**Local utilization**

25 x 26 tiles, from black (low) to pale yellow (high), 0 to 100% covered.
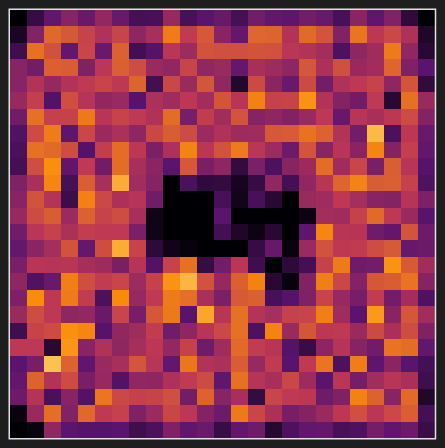
**Drive-strength map**

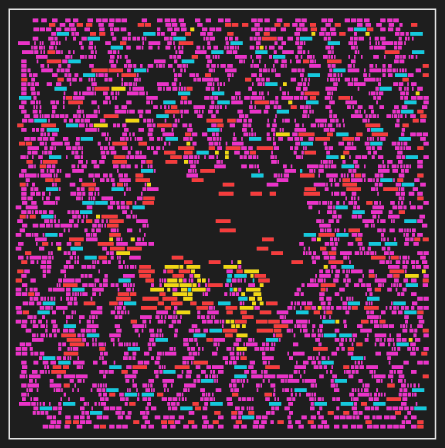
**Routing congestion**

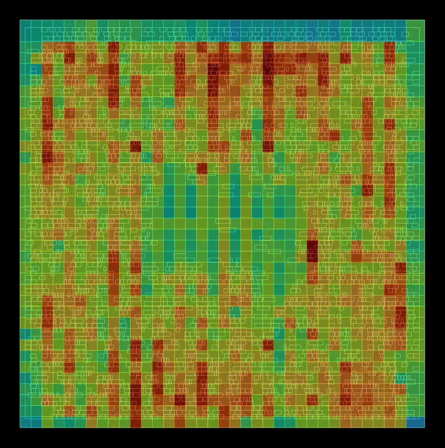
**Sequential cells coloured by netlist name**

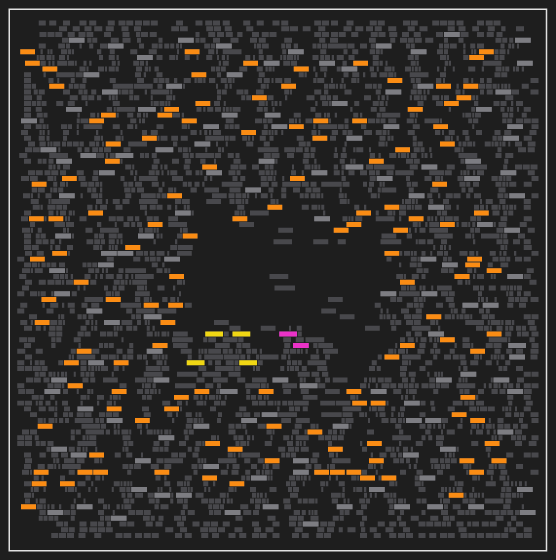
**Cells coloured by class**

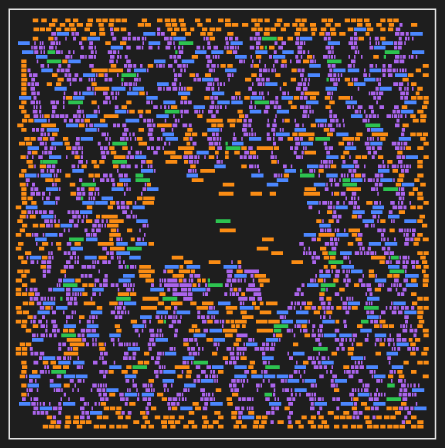
===== src/rtl/aes_pkg.sv =====
// Shared AES-128 datapath types: round-loop FSM states, source selects, block widths.
package aes_pkg;
  localparam int AES_NR_128 = 10;
  localparam int AES_BLK_W  = 128;
  localparam int NUM_LANES  = 16;
  localparam int VEC_W      = AES_BLK_W / NUM_LANES;

  typedef logic [0:AES_BLK_W-1] aes_blk_t;

  typedef enum logic [1:0] {IDLE, LOAD, ROUND, DONE} ark_state_e;
  typedef enum logic [1:0] {SRC_PT, SRC_MC, SRC_SR} ark_src_e;
endpackage


===== src/rtl/addroundkey_round_ctrl_if.sv =====
// Round-key stream handshake between the key scheduler (master) and the AddRoundKey stage (slave).
interface addroundkey_round_ctrl_if;
  import aes_pkg::*;

  aes_blk_t rk_data;
  logic     rk_valid;
  logic     rk_ready;

  modport master (output rk_data, output rk_valid, input rk_ready);
  modport slave  (input rk_data, input rk_valid, output rk_ready);
endinterface


===== src/rtl/round_key_xor.sv =====
// AddRoundKey datapath: pick the round source (plaintext / MixColumns / ShiftRows) and XOR the key.
module round_key_xor
  import aes_pkg::*;
(
  input  ark_src_e i_sel,
  input  aes_blk_t i_pt,
  input  aes_blk_t i_mc,
  input  aes_blk_t i_sr,
  input  aes_blk_t i_rk,
  output aes_blk_t o_data
);
  aes_blk_t w_src;

  always_comb begin
    w_src = i_pt;
    case (i_sel)
      SRC_MC:  w_src = i_mc;
      SRC_SR:  w_src = i_sr;
      default: w_src = i_pt;
    endcase
  end

  for (genvar l = 0; l < NUM_LANES; l++) begin : g_lane
    assign o_data[l*VEC_W +: VEC_W] = w_src[l*VEC_W +: VEC_W] ^ i_rk[l*VEC_W +: VEC_W];
  end
endmodule


===== src/rtl/addroundkey_round_ctrl.sv =====
// AES-128 round-state register and round controller; consumes NR+1 keys per block from a valid/ready stream.
module addroundkey_round_ctrl
  import aes_pkg::*;
#(
  parameter int NR = AES_NR_128
)(
  input  logic                           clk,
  input  logic                           rst_n,
  input  logic                           start,
  input  aes_blk_t                       pt_data,
  input  aes_blk_t                       mc_data,
  input  aes_blk_t                       sr_data,
  addroundkey_round_ctrl_if.slave        rk,
  output aes_blk_t                       state_q,
  output logic [3:0]                     round_q,
  output logic                           busy,
  output logic                           done
);
  ark_state_e r_fsm;
  aes_blk_t   r_pt, r_state_q, w_xor;
  logic [3:0] r_round, w_round_nxt;
  logic       r_rk_ready, r_busy, r_done;
  logic       w_hs, w_last;
  ark_src_e   w_sel;

  // rk_ready is a register, so the handshake never loops back combinationally into the key source.
  assign w_hs        = rk.rk_valid & r_rk_ready;
  assign w_round_nxt = r_round + 4'd1;
  assign w_last      = (w_round_nxt == 4'(NR));
  assign w_sel       = (r_fsm == LOAD) ? SRC_PT : (w_last ? SRC_SR : SRC_MC);

  round_key_xor u_xor (
    .i_sel  (w_sel),
    .i_pt   (r_pt),
    .i_mc   (mc_data),
    .i_sr   (sr_data),
    .i_rk   (rk.rk_data),
    .o_data (w_xor)
  );

  always_ff @(posedge clk) begin
    if (!rst_n) begin
      r_fsm      <= IDLE;
      r_pt       <= '0;
      r_state_q  <= '0;
      r_round    <= '0;
      r_rk_ready <= 1'b0;
      r_busy     <= 1'b0;
      r_done     <= 1'b0;
    end else begin
      r_done <= 1'b0;
      case (r_fsm)
        IDLE: if (start) begin
          r_pt       <= pt_data;
          r_round    <= '0;
          r_rk_ready <= 1'b1;
          r_busy     <= 1'b1;
          r_fsm      <= LOAD;
        end
        LOAD: if (w_hs) begin
          r_state_q <= w_xor;
          r_fsm     <= ROUND;
        end
        ROUND: if (w_hs) begin
          r_state_q <= w_xor;
          r_round   <= w_round_nxt;
          // Final round drops ready in the same edge so key NR+1 is never offered a handshake.
          if (w_last) begin
            r_rk_ready <= 1'b0;
            r_busy     <= 1'b0;
            r_done     <= 1'b1;
            r_fsm      <= DONE;
          end
        end
        default: r_fsm <= IDLE;
      endcase
    end
  end

  assign rk.rk_ready = r_rk_ready;
  assign state_q     = r_state_q;
  assign round_q     = r_round;
  assign busy        = r_busy;
  assign done        = r_done;
endmodule


===== src/flat_wrapper.sv =====
// flat-port wrapper written by rule: the top's interface ports become plain ports
module addroundkey_round_ctrl_flat import aes_pkg::*;
#(
  parameter int NR = AES_NR_128
)
  (clk, rst_n, start, pt_data, mc_data, sr_data, state_q, round_q, busy, done, rk_rk_data, rk_rk_valid, rk_rk_ready);
  addroundkey_round_ctrl_if rk_i ();
  input  logic clk;
  input  logic rst_n;
  input  logic start;
  input  aes_blk_t pt_data;
  input  aes_blk_t mc_data;
  input  aes_blk_t sr_data;
  output aes_blk_t state_q;
  output logic [3:0] round_q;
  output logic busy;
  output logic done;
  input wire logic [$bits(rk_i.rk_data)-1:0] rk_rk_data;
  input wire logic [$bits(rk_i.rk_valid)-1:0] rk_rk_valid;
  output wire logic [$bits(rk_i.rk_ready)-1:0] rk_rk_ready;
  assign rk_i.rk_data = rk_rk_data;
  assign rk_i.rk_valid = rk_rk_valid;
  assign rk_rk_ready = rk_i.rk_ready;
  addroundkey_round_ctrl #(.NR(NR)) u_core (.clk(clk), .rst_n(rst_n), .start(start), .pt_data(pt_data), .mc_data(mc_data), .sr_data(sr_data), .rk(rk_i), .state_q(state_q), .round_q(round_q), .busy(busy), .done(done));
endmodule

===== config.mk =====
export PLATFORM = sky130hd
export DESIGN_NAME = addroundkey_round_ctrl_flat
export DESIGN_NICKNAME = d
export VERILOG_FILES = /design/src/rtl/aes_pkg.sv /design/src/rtl/addroundkey_round_ctrl_if.sv /design/src/rtl/round_key_xor.sv /design/src/rtl/addroundkey_round_ctrl.sv /design/src/flat_wrapper.sv
export SDC_FILE = /design/constraint.sdc
export NUM_CORES = 1
export LEC_CHECK = 0
export CAP_MARGIN = 10
export CELL_PAD_IN_SITES_DETAIL_PLACEMENT = 0
export CELL_PAD_IN_SITES_GLOBAL_PLACEMENT = 1
export CORE_AREA = 3 3 250 252
export CTS_CLUSTER_DIAMETER = 200
export DETAILED_ROUTE_END_ITERATION = 10
export DIE_AREA = 0 0 253 255
export PLACE_DENSITY_LB_ADDON = 0.1
export SETUP_SLACK_MARGIN = 0.5
export SYNTH_ARGS = -nofsm -noshare
export SYNTH_HDL_FRONTEND = slang
export SYNTH_SLANG_ARGS = --single-unit

===== constraint.sdc =====
create_clock -name clk -period 2.1 [get_ports clk]
set_input_delay 0.63 -clock clk [delete_from_list [all_inputs] [get_ports clk]]
set_output_delay 0.63 -clock clk [all_outputs]
set_load 0.01 [all_outputs]

==> results.tsv <==
stage	metric	value	unit
critical_path	crit_chain	inv_2, ha_4, nand3_4, nor3b_4, buf_12, buf_16, o211ai_1, nand4_1	
cells_and_area	final_nets	3452	
drt	wl_met1	32.9	mm
min_path	holdPathEnd	u_core.r_pt[108]$_SDFFE_PN0P_	
yosys	ys.flops	264	
min_path	min_path_cells	2	
run_status	status	finished, final reports clean	
placement	gp_congestion	0.866	
floorplanning	chipArea	64500	µm²
yosys	async_reset_ff_share	0	%
yosys	ys_types	30	
yosys	avgSynthCellArea	7.48	µm²
drt	drc	0	
yosys	synthesis.area	17200	µm²
cells_and_area	ff_count	264	
critical_path	slowest_delay	340	ps
cells_and_area	comb_cells	1845	
cells_and_area	clock_buffers	60	
critical_path	cp.arrival	2330	ps
power	switchingPower	0.00664	W
critical_path	timing.rr.start	u_core.r_fsm[1]$_SDFFE_PN0P_	
global_routing	grt_pass1_vias	18200	
cells_and_area	lay_top_count	nand2_1	
floorplanning	row_count	90	
drt	wirelength	80.5	mm
drt	vias_per_cell	5.13	
drt	wire_per_inst	21.4	µm
cells_and_area	layout.nonclk_buf_share	31.8	%
critical_path	cp_max_fo	48	
critical_path	reg2reg_depth	8	
placement	place_ws	-261	ps
cells_and_area	n_fill_cell	5939	
yosys	synth_top_cell_by_area	dfxtp_1	
clocking	clock-sinks	264	
clocking	ctsResizeCount	824	
cells_and_area	drive_gt1_share	16.1	%
power	switching_share	34.3	%
critical_path	cp_num_cells	8	
clocking	cts-hold-fix-buffers	0	
global_routing	grt.met3_usage	5.26	%
power	internal_power	0.0127	W
drt	top_layer_used	met5	
sta	max_freq	0.539	GHz
sta	fin_worst_skew	16.4	ps
yosys	ys_sh_adder	0.364	%
cells_and_area	sh_seq_area	19.8	%
placement	dpl_cell_area	25000	µm²
drt	wl_met3	5.26	mm
clocking	cts.htree.levels	2	
yosys	ys_chip_area	17200	µm²
power	leakage	10.2	nW
flow_run	drv_cap	0	
critical_path	cpMaxStageDelayCell	dfxtp_2	
clocking	cts_tree	built	
clocking	clockBufferDepth	3	
yosys	ys_top_cells_by_count	646 x nand2_1, 264 x dfxtp_1, 258 x nor2b_1	
yosys	synth_warnings	0	
sta	setup_viol	0	
global_routing	busiest_layer	met2	
clocking	clkTransAtPathRegs	50	ps
global_routing	grt_pass1_wl	112	mm
power	power_frac_seq	32.5	%
sta	min_period_over_period	88.3	%
yosys	synthesis.nets	2818	
critical_path	cp-startpoint	u_core.r_fsm[1]$_SDFFE_PN0P_	
power	pg_seq	0.00630	W
drt	vias	19300	
yosys	flop_cell	dfxtp_1	
placement	hpwl	56.1	mm
Back to the opening pictures, 'local utilization':
The mean over all tiles is 41%. 3.5% of the tiles are nearly empty. 2.0% of the tiles are over 75% full.

Back to the opening pictures, 'drive-strength map':
drive 6 and up: marked red, cells 273, share 9.2%. drive 2: marked cyan, cells 130, share 4.4%. drive 3 to 4: marked yellow, cells 71, share 2.4%. drive 1 or less: marked magenta, cells 2479, share 84%.
Plain + repair buffers: 779
setup slack after layout: 245 ps
final instance area: 27800 µm²
Layout area overhead: 61.6%

Back to the opening pictures, 'routing congestion':
Tot GR Track Use: 22.7%
GRT met2 Usage: 40.1%

Back to the opening pictures, 'sequential cells coloured by netlist name':
`u_core.round_q`: marked yellow, sequential cells 4. `u_core.r_pt`: marked orange, sequential cells 128, where widely spread. `u_core.r_fsm`: marked magenta, sequential cells 2.

Back to the opening pictures, 'cells coloured by class':
flip-flops: marked blue, cells 264. all other logic: marked purple, cells 1848. other buffers and delay cells: marked orange, cells 779. clock drivers and dummy loads: marked green, cells 62.

Power is estimated from default activity; no workload was simulated.
